[config.mk]
export PLATFORM = sky130hd
export DESIGN_NAME = tdm_demux1x4
export DESIGN_NICKNAME = d
export VERILOG_FILES = /design/src/rtl/tdm_pkg.sv /design/src/rtl/demux_dec2to4.sv /design/src/rtl/tdm_demux1x4.sv
export SDC_FILE = /design/constraint.sdc
export NUM_CORES = 1
export LEC_CHECK = 0
export CAP_MARGIN = 40
export CELL_PAD_IN_SITES_DETAIL_PLACEMENT = 1
export CELL_PAD_IN_SITES_GLOBAL_PLACEMENT = 1
export CORE_MARGIN = 2
export CORE_UTILIZATION = 35
export CTS_CLUSTER_DIAMETER = 50
export DETAILED_ROUTE_END_ITERATION = 7
export PLACE_DENSITY = 0.78
export SLEW_MARGIN = 30
export SYNTH_ARGS = -nofsm -noshare
export SYNTH_HDL_FRONTEND = slang
export SYNTH_SLANG_ARGS = --single-unit
export TNS_END_PERCENT = 1
[constraint.sdc]
create_clock -name clk -period 2.75 [get_ports clk]
set_clock_uncertainty 0.2 [all_clocks]
set_input_delay 0.6875 -clock clk [delete_from_list [all_inputs] [get_ports clk]]
set_output_delay 0.6875 -clock clk [all_outputs]
set_load 0.05 [all_outputs]
[src/rtl/tdm_pkg.sv]
// Shared types for the 1:4 TDM demultiplexer.
// Latency: n/a (types and constants only).
// Backpressure: n/a.
package tdm_pkg;

  localparam int NUM_LANES = 4;

  // Position of the next sample within a four-slot frame.
  typedef logic [1:0] slot_t;

  typedef enum logic {
    HUNT   = 1'b0,
    LOCKED = 1'b1
  } state_t;

endpackage

[src/rtl/demux_dec2to4.sv]
// Lane write-enable decoder: one-hot enable for the lane addressed by slot.
// Latency: combinational.
// Backpressure: none.
// Ports: slot (lane index), wr_en (sample is being stored), lane_we (one-hot lane enables).
module demux_dec2to4
  import tdm_pkg::*;
(
  input  slot_t                 slot,
  input  logic                  wr_en,
  output logic [NUM_LANES-1:0]  lane_we
);

  always_comb begin
    lane_we = '0;
    if (wr_en) begin
      lane_we[slot] = 1'b1;
    end
  end

endmodule

[src/rtl/tdm_demux1x4.sv]
// 1:4 TDM demux: aligns on in_sync, gathers four samples, emits one frame word.
// Latency: slot-3 sample at edge t -> out_valid/out_data in cycle t+1.
// Backpressure: input never stalls; an unaccepted frame is overwritten and overflow pulses.
// Ports: clk/rst (async active-high); in_data/in_valid/in_sync (sample stream);
//        out_data/out_valid/out_ready (frame word handshake); locked, sync_err, overflow (status).
module tdm_demux1x4
  import tdm_pkg::*;
#(
  parameter int WIDTH = 1
) (
  input  logic                      clk,
  input  logic                      rst,
  input  logic [WIDTH-1:0]          in_data,
  input  logic                      in_valid,
  input  logic                      in_sync,
  output logic [NUM_LANES*WIDTH-1:0] out_data,
  output logic                      out_valid,
  input  logic                      out_ready,
  output logic                      locked,
  output logic                      sync_err,
  output logic                      overflow
);

  state_t state_q, state_nxt;
  slot_t  slot_q, slot_nxt;
  slot_t  wr_slot;
  logic   wr_en;
  logic   sync_err_nxt;
  logic   frame_done;

  logic [NUM_LANES-1:0] lane_we;

  // Only lanes 0..2 need storage: the slot-3 sample goes straight into out_data.
  logic [NUM_LANES-2:0][WIDTH-1:0] lane_q;

  logic [NUM_LANES*WIDTH-1:0] out_data_q;
  logic                       out_valid_q;
  logic                       sync_err_q;
  logic                       overflow_q;

  // ---------------------------------------------------------------------------
  // FSM + slot counter
  // ---------------------------------------------------------------------------
  always_ff @(posedge clk or posedge rst) begin
    if (rst) begin
      state_q <= HUNT;
      slot_q  <= '0;
    end else begin
      state_q <= state_nxt;
      slot_q  <= slot_nxt;
    end
  end

  always_comb begin
    state_nxt    = state_q;
    slot_nxt     = slot_q;
    wr_en        = 1'b0;
    wr_slot      = slot_q;
    sync_err_nxt = 1'b0;

    case (state_q)
      HUNT: begin
        if (in_valid && in_sync) begin
          wr_en     = 1'b1;
          wr_slot   = 2'd0;
          slot_nxt  = 2'd1;
          state_nxt = LOCKED;
        end
      end
      LOCKED: begin
        if (in_valid) begin
          if (in_sync && (slot_q != 2'd0)) begin
            // Early sync: abandon the partial frame and restart on this sample.
            sync_err_nxt = 1'b1;
            wr_en        = 1'b1;
            wr_slot      = 2'd0;
            slot_nxt     = 2'd1;
          end else if (!in_sync && (slot_q == 2'd0)) begin
            // Expected a frame start but none came: alignment is lost.
            sync_err_nxt = 1'b1;
            state_nxt    = HUNT;
          end else begin
            wr_en    = 1'b1;
            slot_nxt = slot_t'(slot_q + 2'd1);
          end
        end
      end
      default: begin
        state_nxt = HUNT;
        slot_nxt  = '0;
      end
    endcase
  end

  demux_dec2to4 u_dec (
    .slot    (wr_slot),
    .wr_en   (wr_en),
    .lane_we (lane_we)
  );

  // A write to the last lane is exactly a completed frame.
  assign frame_done = lane_we[NUM_LANES-1];

  // ---------------------------------------------------------------------------
  // Lane registers
  // ---------------------------------------------------------------------------
  always_ff @(posedge clk or posedge rst) begin
    if (rst) begin
      lane_q <= '0;
    end else begin
      for (int i = 0; i < NUM_LANES-1; i++) begin
        if (lane_we[i]) begin
          lane_q[i] <= in_data;
        end
      end
    end
  end

  // ---------------------------------------------------------------------------
  // Output word, handshake and status pulses
  // ---------------------------------------------------------------------------
  always_ff @(posedge clk or posedge rst) begin
    if (rst) begin
      out_data_q  <= '0;
      out_valid_q <= 1'b0;
      sync_err_q  <= 1'b0;
      overflow_q  <= 1'b0;
    end else begin
      sync_err_q <= sync_err_nxt;
      overflow_q <= 1'b0;
      if (frame_done) begin
        // A new frame wins over acceptance; it only counts as lost if the
        // held word was not taken on this same edge.
        out_data_q  <= {in_data, lane_q[2], lane_q[1], lane_q[0]};
        out_valid_q <= 1'b1;
        overflow_q  <= out_valid_q && !out_ready;
      end else if (out_valid_q && out_ready) begin
        out_valid_q <= 1'b0;
      end
    end
  end

  assign out_data  = out_data_q;
  assign out_valid = out_valid_q;
  assign locked    = (state_q == LOCKED);
  assign sync_err  = sync_err_q;
  assign overflow  = overflow_q;

endmodule

**Signal metal coverage by tile**

Scale bar: 10 um. 10 x 10 tiles, from dark blue (low) to red (high), scaled to the fullest tile. Values are wire area over tile area, all layers added.
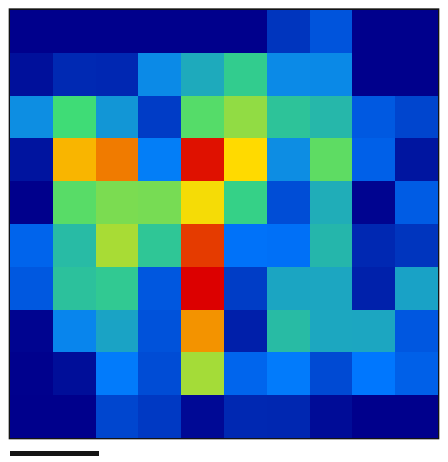
19% of the tiles are nearly empty. The densest ninth of the die: middle. 17% of the tiles are over half the peak. The mean over all tiles is 0.086.
routed via count: 494
Tot GR Track Use: 0.135
DRT Wirelength: 1280 um
wire per inst: 13.1 um

**Track usage over the die**

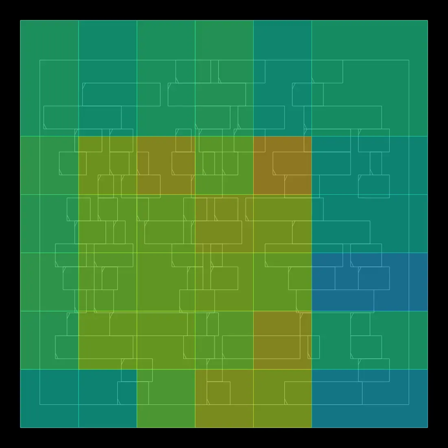
final core occ: 0.483
global-route layer with the greatest usage: met2

**Register map, names as in the netlist**

Scale bar: 10 um. Other sequential cells in the stronger gray, the rest of the logic in the fainter gray.
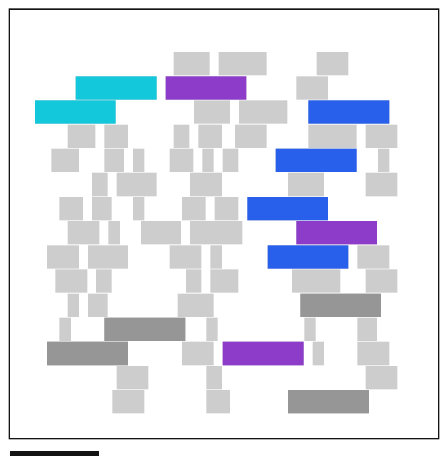
Blue is `out_data`, flops 4. Cyan is `slot_q`, flops 2. Purple is `lane_q`, flops 3.
Another 4 sequential cells are not colored.
P_seq: 0.336 mW
register area: 325 um2

**Placement by cell class**

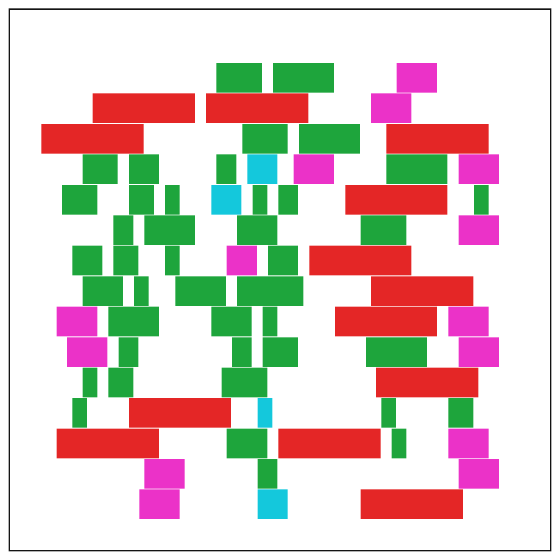
Magenta is remaining buffers and delay cells, cells 14, share of their area 17%. Cyan is clock drivers and dummy loads, cells 4, share of their area 3.2%. Red is registers, cells 13, share of their area 39%. Green is remaining logic cells, cells 42, share of their area 41%.

**Routed metal, one color a layer**

Scale bar: 10 um.
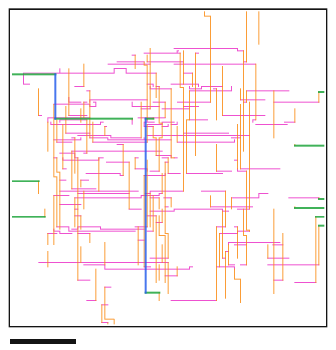
Blue is M4, wire length 33.3 um. Orange is M2, wire length 631 um. Magenta is M1, wire length 577 um. Green is M3, wire length 42.0 um.

[through the flow]
| stage | hold slack, ns | cell area (um2) | util | total power [mW] |
|---|---|---|---|---|
| 3_3_place_gp | 0.276 | 835 | 0.468 | 0.808 |
| 6_report | 0.303 | 861 | 0.483 | 0.933 |
| 3_5_place_dp | 0.290 | 835 | 0.468 | 0.823 |
| 4_1_cts | 0.309 | 861 | 0.483 | 0.946 |
| 2_1_floorplan | 0.264 | 684 | - | 0.683 |
| 5_1_grt | 0.334 | 861 | 0.483 | 0.993 |
[flip-flops by register name, summed over array words and instances, names as in the netlist]
register	flops
overflow	1
sync_err	1
lane_q	3
locked	1
out_data	4
out_valid	1
slot_q	2
[cells in the mapped netlist (all sizes together)]
master / n
ha: 3
o22ai: 1
o21a: 1
and4b: 2
a221oi: 1
nand3: 3
a31oi: 1
and3: 1
a21oi: 2
nand2b: 2
o22a: 1
nand2: 2
and4bb: 1
inv: 6
and2b: 1
and3b: 2
dfrtp: 13
o21ai: 2
buf: 2
a22oi: 1
mux2: 6
o21bai: 1
nor2: 2
[cell families (layout without fill, tap and decap cells)]
| group | Yosys count | after routing | synth area share |
|---|---|---|---|
| fa+ha+maj | 3 | 3 | 0.0549 |
| buf+inv | 8 | 24 | 0.0603 |
| flops | 13 | 13 | 0.475 |
| simple gates | 16 | 16 | 0.183 |
| mux | 6 | 6 | 0.121 |
| compound gates | 11 | 11 | 0.106 |
[metal layers]
layer,track usage,wire length [um]
met5,0,0
met4,0.0811,33
met3,0.0333,41
met2,0.213,630
met1,0.164,577
[power breakdown]
group	internal (mW)	switching, mW	leakage [nW]
Clock	0.0564	0.0639	0.0150
Combinational	0.215	0.261	0.221
Sequential	0.267	0.0694	0.159
==> results.yml <==
# physical design summary
cts:
  htreeDepth: 1
  path_clk_slew_ns: 0.08
  cts_hold_buf: 0
  insertion_delay_ns: 0.28
  clock-root-buffer: "clkbuf_4"
  cts_resized: 0
  clockBufferDepth: 2
  cts.sinks: 13
  cts_tree: "yes"
  cts_buffers: 3
  cts_setup_buffers: 0
final_layout:
  seq_share: 0.378
  n_all_inverters: 6
  area_growth_pct: 25.8
  diodes: 0
  clkbuf_count: 4
  nNonClkBuffers: 14
  area_dominant_class: "flip-flops and latches"
  final_cells: 98
  n_fill_cell: 203
  nNetsFinal: 83
  logic_area_um2: 318
  comb_share: 0.369
  logic_gate_count: 36
  mostFrequentLayoutCells: "clkdlybuf4s50_1 (13), dfrtp_1 (13), inv_1 (6), mux2_4 (4)"
  clk_share: 0.0305
  drive_above_1_share: 0.205
  buffer_area_frac: 0.160
  design.seq.count: 13
worst_setup_path:
  critPathMaxFanout: 11
  critical_path.top_delay_family: "buffers and inverters"
  cp_slowest_cell: "clkdlybuf4s50_1"
  start_kind: "flop"
  required_ns: 1.86
  reg2reg_setup_slack_ns: 0.57
  crit_chain: "clkdlybuf4s50_1"
  cp-end-kind: "primary output"
  r2r_end: "out_data[3]$_DFFE_PP0P_"
  cp_slowest_stage_delay_ns: 0.87
  crit_start: "locked$_DFF_PP0_"
  cp-endpoint: "locked"
  reg2reg_depth: 6
  crit_cells: 1
  r2r_start: "slot_q[0]$_DFFE_PP0P_"
  path_buffers: 1
  arrival_ns: 1.66
  critPathKind: "reg -> out"
placed_design:
  pre_cts_slack_ns: 0.0353
  placed_cells: 94
  place.gp.congestion: 0.729
  placement.io_buffers: 13
die:
  die_h_um: 48.2
  die_area_um2: 2330
  die_x_um: 48.2
  core_area_um2: 1780
  tapcell.inserted: 25
  rows: 15
  initial_core_util: 0.384
  io_pins: 14
logic_synthesis:
  synth_nets: 66
  synth_area_um2: 684
  synthDistinctLibCells: 27
  synth_top_area_share: 0.475
  synth_flops: 13
  syn_area_per_cell_um2: 12.0
  top_area_cell: "dfrtp_1"
  ys_cells: 57
  yosys_warnings: 0
  postSynthSeqShare: 0.475
  postSynthCellCount: 57
  topCellsByArea: "dfrtp_1 (48%), mux2_4 (8.8%), ha_1 (5.5%), inv_1 (3.3%), mux2_1 (3.3%)"
  yosys_area_um2: 684
route:
  drt_iter0_markers: 4
  ant_nets: 0
  avgViaCountPerCell: 5.04
  dr.pass1.iters: 3
  drc: 0
sta:
  worst_pin_slew_ns: 0.498
  slew_viol_final: 0
  finalClockPeriodUsage: 0.928
  finalSetupViolCount: 0
  max_freq_mhz: 392
  period_needed_ns: 2.55
  fin_tns_setup_ns: 0
  relSlewSlack: 0.667
  finalHoldViolations: 0
  setup_slack_ns: 0.199
  rsz0062_at_grt: "false"
power_and_ir_drop:
  p_leak_nw: 0.395
  power.density_nw_per_um2: 1080
  ir_drop_v: 0.000447
min_path:
  min_to: "lane_q[2]$_DFFE_PP0P_"
  hold_class: "reg -> reg"
  hold_path_startpoint: "lane_q[2]$_DFFE_PP0P_"
  min_path_cells: 1
flow_run:
  max_cap_viol_count: 0
  warnings: 27
grt:
  antenna_found_initial: 0
  grt_start_max_net_pins: 14
  grt_pass1_wl_um: 2070
  grt_overflow: 0
  grt_pass1_vias: 475
status:
  status: "finished, final reports clean"
Power and IR drop assume default switching activity.
